`config.mk`:
```
export PLATFORM = sky130hd
export DESIGN_NAME = alu_seq
export DESIGN_NICKNAME = d
export VERILOG_FILES = /design/src/rtl/alu_pkg.sv /design/src/rtl/key_debounce.sv /design/src/rtl/alu_seq.sv
export SDC_FILE = /design/constraint.sdc
export NUM_CORES = 1
export LEC_CHECK = 0
export CAP_MARGIN = 20
export CELL_PAD_IN_SITES_DETAIL_PLACEMENT = 0
export CELL_PAD_IN_SITES_GLOBAL_PLACEMENT = 1
export CORE_ASPECT_RATIO = 0.6
export CORE_UTILIZATION = 47
export CTS_BUF_LIST = sky130_fd_sc_hd__clkbuf_16
export DETAILED_ROUTE_END_ITERATION = 16
export GPL_TIMING_DRIVEN = 0
export PLACE_DENSITY_LB_ADDON = 0.2
export SLEW_MARGIN = 20
export SYNTH_ARGS = -nofsm -noshare
export SYNTH_HDL_FRONTEND = slang
export SYNTH_SLANG_ARGS = --single-unit
```
`constraint.sdc`:
```
create_clock -name clk -period 3.45 [get_ports clk]
set_input_delay 0.345 -clock clk [delete_from_list [all_inputs] [get_ports clk]]
set_output_delay 0.345 -clock clk [all_outputs]
set_load 0.03 [all_outputs]
```
`src/rtl/alu_pkg.sv`:
```
// Shared types and helpers for the sequential ALU front end.
//   DATA_W   : operand / result width
//   op_e     : opcode encoding entered on sw[2:0]
//   state_e  : entry / execute FSM states
//   alu_comb : result and flags for every single-cycle opcode
package alu_pkg;

  localparam int DATA_W = 4;

  typedef enum logic [2:0] {
    OP_ADD  = 3'd0,
    OP_SUB  = 3'd1,
    OP_AND  = 3'd2,
    OP_OR   = 3'd3,
    OP_XOR  = 3'd4,
    OP_NOTA = 3'd5,
    OP_MUL  = 3'd6,
    OP_SHL  = 3'd7
  } op_e;

  typedef enum logic [2:0] {
    S_GET_A  = 3'd0,
    S_GET_B  = 3'd1,
    S_GET_OP = 3'd2,
    S_EXEC   = 3'd3,
    S_DONE   = 3'd4
  } state_e;

  typedef struct packed {
    logic [DATA_W-1:0] res;
    logic              carry;
    logic              ovf;
  } alu_res_t;

  // Multiply is iterated in the top, so this function returns zeros for it.
  function automatic alu_res_t alu_comb(input logic [DATA_W-1:0] a,
                                        input logic [DATA_W-1:0] b,
                                        input op_e op);
    alu_res_t            r;
    logic [DATA_W:0]     s5;
    logic [2*DATA_W-1:0] ext;
    r   = '0;
    s5  = '0;
    ext = '0;
    case (op)
      OP_ADD: begin
        s5      = {1'b0, a} + {1'b0, b};
        r.res   = s5[DATA_W-1:0];
        r.carry = s5[DATA_W];
        r.ovf   = (a[DATA_W-1] == b[DATA_W-1]) && (s5[DATA_W-1] != a[DATA_W-1]);
      end
      OP_SUB: begin
        s5      = {1'b0, a} - {1'b0, b};
        r.res   = s5[DATA_W-1:0];
        r.carry = (a < b);
        r.ovf   = (a[DATA_W-1] != b[DATA_W-1]) && (s5[DATA_W-1] != a[DATA_W-1]);
      end
      OP_AND:  r.res = a & b;
      OP_OR:   r.res = a | b;
      OP_XOR:  r.res = a ^ b;
      OP_NOTA: r.res = ~a;
      OP_MUL:  r = '0;
      OP_SHL: begin
        // Widened shift: bit DATA_W holds the last bit pushed out (0 for shift 0).
        ext     = {{DATA_W{1'b0}}, a} << b[1:0];
        r.res   = ext[DATA_W-1:0];
        r.carry = ext[DATA_W];
      end
    endcase
    return r;
  endfunction

endpackage

```
`src/rtl/key_debounce.sv`:
```
// Pushbutton conditioning: 2-FF synchronizer, stability counter and
// falling-edge detector on the accepted level.
//   clk, rst_n : clock, async active-low reset
//   key_n_i    : raw active-low button (asynchronous, bouncy)
//   press_o    : one-cycle pulse when a new press is accepted
module key_debounce #(
  parameter int DEBOUNCE_CYCLES = 250000
) (
  input  logic clk,
  input  logic rst_n,
  input  logic key_n_i,
  output logic press_o
);

  localparam int CW = $clog2(DEBOUNCE_CYCLES + 1);

  logic          sync1_q, sync2_q;
  logic          level_q, level_d;
  logic          press_q, press_d;
  logic [CW-1:0] cnt_q, cnt_d;

  // The counter only runs while the synced level disagrees with the accepted
  // one; any return to the accepted level (a bounce) clears it.
  always_comb begin
    level_d = level_q;
    cnt_d   = '0;
    press_d = 1'b0;
    if (sync2_q != level_q) begin
      if (cnt_q == CW'(DEBOUNCE_CYCLES - 1)) begin
        level_d = sync2_q;
        press_d = ~sync2_q;
      end else begin
        cnt_d = cnt_q + CW'(1);
      end
    end
  end

  always_ff @(posedge clk or negedge rst_n) begin
    if (!rst_n) begin
      sync1_q <= 1'b1;
      sync2_q <= 1'b1;
      level_q <= 1'b1;
      press_q <= 1'b0;
      cnt_q   <= '0;
    end else begin
      sync1_q <= key_n_i;
      sync2_q <= sync1_q;
      level_q <= level_d;
      press_q <= press_d;
      cnt_q   <= cnt_d;
    end
  end

  assign press_o = press_q;

endmodule

```
`src/rtl/alu_seq.sv`:
```
// Sequential 4-bit ALU: operand A, operand B and opcode are entered on the
// switches, each confirmed with one debounced press; the result is held with
// its flags until the next computation completes.
//   clk, rst_n : clock, async active-low reset
//   key_n      : raw active-low pushbutton
//   sw         : operand value, or opcode in sw[2:0]
//   aluout     : registered result nibble
//   carry, ovf, zero : registered status flags
//   valid      : result of the latest entry sequence is displayed
//   stage      : entry step (0 A, 1 B, 2 opcode, 3 exec/done)
//
// Handshake: there is none beyond the button; press is a single-cycle event,
// and valid rises on the same edge that loads aluout and the flags.
module alu_seq
  import alu_pkg::*;
#(
  parameter int DEBOUNCE_CYCLES = 250000
) (
  input  logic              clk,
  input  logic              rst_n,
  input  logic              key_n,
  input  logic [DATA_W-1:0] sw,
  output logic [DATA_W-1:0] aluout,
  output logic              carry,
  output logic              ovf,
  output logic              zero,
  output logic              valid,
  output logic [1:0]        stage
);

  logic press;

  key_debounce #(.DEBOUNCE_CYCLES(DEBOUNCE_CYCLES)) u_key (
    .clk     (clk),
    .rst_n   (rst_n),
    .key_n_i (key_n),
    .press_o (press)
  );

  state_e              state_q, state_d;
  logic [DATA_W-1:0]   a_q, a_d, b_q, b_d;
  op_e                 op_q, op_d;
  logic [1:0]          iter_q, iter_d;
  logic [2*DATA_W-1:0] prod_q, prod_d;
  logic [DATA_W-1:0]   aluout_q, aluout_d;
  logic                carry_q, carry_d, ovf_q, ovf_d, zero_q, zero_d;
  logic                valid_q, valid_d;

  alu_res_t            op_res;
  logic [2*DATA_W-1:0] addend, prod_next;

  always_comb begin
    op_res    = alu_comb(a_q, b_q, op_q);
    // Shift-add step: partial product for multiplier bit iter_q.
    addend    = b_q[iter_q] ? ({{DATA_W{1'b0}}, a_q} << iter_q) : '0;
    prod_next = prod_q + addend;

    state_d  = state_q;
    a_d      = a_q;
    b_d      = b_q;
    op_d     = op_q;
    iter_d   = iter_q;
    prod_d   = prod_q;
    aluout_d = aluout_q;
    carry_d  = carry_q;
    ovf_d    = ovf_q;
    zero_d   = zero_q;
    valid_d  = valid_q;

    case (state_q)
      S_GET_A: if (press) begin
        a_d     = sw;
        state_d = S_GET_B;
      end
      S_GET_B: if (press) begin
        b_d     = sw;
        state_d = S_GET_OP;
      end
      S_GET_OP: if (press) begin
        op_d    = op_e'(sw[2:0]);
        iter_d  = 2'd0;
        prod_d  = '0;
        state_d = S_EXEC;
      end
      S_EXEC: begin
        if (op_q == OP_MUL) begin
          prod_d = prod_next;
          iter_d = iter_q + 2'd1;
          // Outputs are untouched until the last step, so no partial product shows.
          if (iter_q == 2'd3) begin
            aluout_d = prod_next[DATA_W-1:0];
            carry_d  = |prod_next[2*DATA_W-1:DATA_W];
            ovf_d    = 1'b0;
            zero_d   = (prod_next[DATA_W-1:0] == '0);
            valid_d  = 1'b1;
            state_d  = S_DONE;
          end
        end else begin
          aluout_d = op_res.res;
          carry_d  = op_res.carry;
          ovf_d    = op_res.ovf;
          zero_d   = (op_res.res == '0);
          valid_d  = 1'b1;
          state_d  = S_DONE;
        end
      end
      S_DONE: if (press) begin
        valid_d = 1'b0;
        state_d = S_GET_A;
      end
      default: state_d = S_GET_A;
    endcase
  end

  always_ff @(posedge clk or negedge rst_n) begin
    if (!rst_n) begin
      state_q  <= S_GET_A;
      a_q      <= '0;
      b_q      <= '0;
      op_q     <= OP_ADD;
      iter_q   <= 2'd0;
      prod_q   <= '0;
      aluout_q <= '0;
      carry_q  <= 1'b0;
      ovf_q    <= 1'b0;
      zero_q   <= 1'b1;
      valid_q  <= 1'b0;
    end else begin
      state_q  <= state_d;
      a_q      <= a_d;
      b_q      <= b_d;
      op_q     <= op_d;
      iter_q   <= iter_d;
      prod_q   <= prod_d;
      aluout_q <= aluout_d;
      carry_q  <= carry_d;
      ovf_q    <= ovf_d;
      zero_q   <= zero_d;
      valid_q  <= valid_d;
    end
  end

  always_comb begin
    case (state_q)
      S_GET_A:  stage = 2'd0;
      S_GET_B:  stage = 2'd1;
      S_GET_OP: stage = 2'd2;
      default:  stage = 2'd3;
    endcase
  end

  assign aluout = aluout_q;
  assign carry  = carry_q;
  assign ovf    = ovf_q;
  assign zero   = zero_q;
  assign valid  = valid_q;

endmodule

```
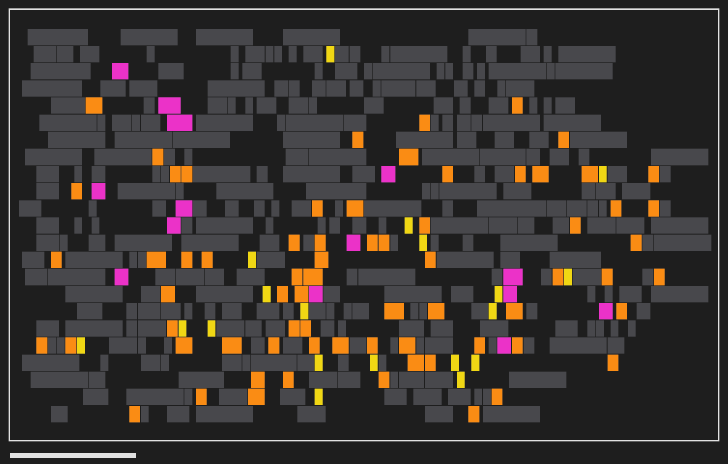
Figure 1: selected gate families.
Scale bar: 20 um.
yellow -> inverters  # cells 19, most used inv_1
magenta -> AND and OR gates  # cells 14
orange -> inverting AOI/OAI gates  # cells 69, most used o21ai_0
most common cell after layout, fill and taps aside: sky130_fd_sc_hd__dfrtp_1
Layout Cells excl Fill: 484

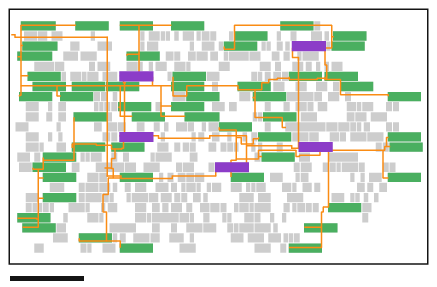
Figure 2: clock distribution.
Scale bar: 20 um.
purple -> cells driving clock nets  # count 5
orange -> clock wires  # length 754 um
green -> flip-flops  # count 54
flops lie = spread over the die
routed clock nets = 6
part of the power in the clock network: 45.6%
Late-Pin Clk Latency: 0.30 ns

==> changes_impl.md <==
### Changed

- Number of max-capacitance violations reported: 0
- Synth Area in XOR/XNOR: 7.14%
- HPWL reported at the end of detailed placement: 6350 um
- Hold-fix buffers at CTS: 0
- Area of the mapped netlist: between 3000 and 4000 um^2
- Final layout net count: between 400 and 500
- Main logic family after synthesis: simple AND/OR/NAND/NOR gates
- Pin count of the biggest net entering global routing: 55
- Total design power: approximately 1300 uW
- Leak: between 0.0015 and 0.002 uW
- Number of cells produced by synthesis: 373
- Worst Tran Pin Value: about 0.70 ns
- Top Layout Cells: sky130_fd_sc_hd__dfrtp_1 (50), sky130_fd_sc_hd__nor2_1 (35), sky130_fd_sc_hd__o21ai_0 (35)
- Placed cell areas: 3700 um^2
- Count of antenna-violating nets left after detailed routing: 0
- Synthesized-area fraction occupied by ao, oa, aoi and oai cells: 14.0%
- Basic-gate share of the synthesized area counting and, or, nand and nor cells: between 20% and 30%
- Top cells by area: sky130_fd_sc_hd__dfrtp_1 (36%), sky130_fd_sc_hd__ha_1 (8.0%), sky130_fd_sc_hd__o21ai_0 (5.1%), sky130_fd_sc_hd__xnor2_1 (4.1%), sky130_fd_sc_hd__nor2_1 (3.8%)
- Max Fanout on Critical Path: 7
- Max frequency: 338 MHz
- DR WL/cell: roughly 18 um
- Tapcell Cnt: slightly below 90
- Maximum root-to-sink buffer count: 2
- Floorplan core area: 6880 um^2
- Via count of the first global-routing pass: 2,579
- Commonest cells in the synthesized netlist: sky130_fd_sc_hd__dfrtp_1 (50), sky130_fd_sc_hd__nor2_1 (35), sky130_fd_sc_hd__o21ai_0 (35)
- Relative area of non-clock buffer cells in the final design: 6.04%
- Row count: 23
- Worst path required time: 3.61 ns
- Pre-Place Util: about 50%
- Number of fill cells: 638
- Total routing usage reported by global routing: 24.4%
- Seq/total area: 35.0%
- Proportion of netlist area held by the largest area contributor: 36.4%
- Count of multi-input gates: between 200 and 300
- Post-layout worst setup margin: approximately 0.5 ns
- Mean instance size in the synthesized netlist: a little over 9 um^2
- TritonCTS clock tree: yes
- Master of the slowest instance on the critical path: sky130_fd_sc_hd__dfrtp_1
- Setup repair after global routing missed its margin: no
- Run status: finished, final reports clean
- Share of flip-flops with an asynchronous set or reset after synthesis: 100%
- Clock period minus final worst setup slack: 2.96 ns
- # IOs: 17
- Post-layout utilization of the core: 56.3%
- Syn_nets: 405
- Die Span X: 112 um
- Crit-path max cell delay: 0.51 ns
- Cells resized by post-CTS repair: 0
==> path summary, 6_finish.rpt <==
| kind | start | to | slack, ns | cells after the start |
|---|---|---|---|---|
| max in group asynchronous | rst_n | a_q[0]$_DFFE_PN0P_ | 2.89 | 1 |
| worst min register to register | u_key.sync1_q$_DFF_PN1_ | u_key.sync2_q$_DFF_PN1_ | 0.36 | 0 |
| worst max register to register | a_q[1]$_DFFE_PN0P_ | carry$_DFFE_PN0P_ | 0.49 | 10 |
| worst max-delay path | a_q[1]$_DFFE_PN0P_ | carry$_DFFE_PN0P_ | 0.49 | 10 |
| worst min-delay path | rst_n | a_q[2]$_DFFE_PN0P_ | 0.08 | 1 |
| min in group clk | u_key.sync1_q$_DFF_PN1_ | u_key.sync2_q$_DFF_PN1_ | 0.36 | 0 |
==> cells by family (layout without fill, tap and decap cells) <==
| logic type | after synthesis | in the layout |
|---|---|---|
| simple gates | 142 | 142 |
| fa+ha+maj | 25 | 25 |
| compound gates | 79 | 79 |
| xor+xnor | 28 | 28 |
| flops | 54 | 54 |
| mux | 12 | 12 |
| buf+inv | 33 | 57 |
==> routing by layer <==
layer  GRT usage (%)  vias up  routed length [um]
li1                -     1356                   -
met1            38.1     1347                4580
met2            32.2       87                3170
met3            5.85        8                 682
met4            7.50        0                 102
met5               0        -                   0
==> power breakdown <==
part           internal, uW  leakage, uW  switching, uW
Combinational          23.5     0.000942           40.9
Clock                   347    0.0000844            247
Sequential              639     0.000689           5.48
==> state kept, by name, indices dropped and copies added, names as in the netlist, 2 cells and up <==
register and cells:
aluout 4, prod_q 8, op_q 3, iter_q 2, u_key.cnt_q 18, b_q 4
a_q 4, state_q 3
Power and IR drop assume default switching activity.
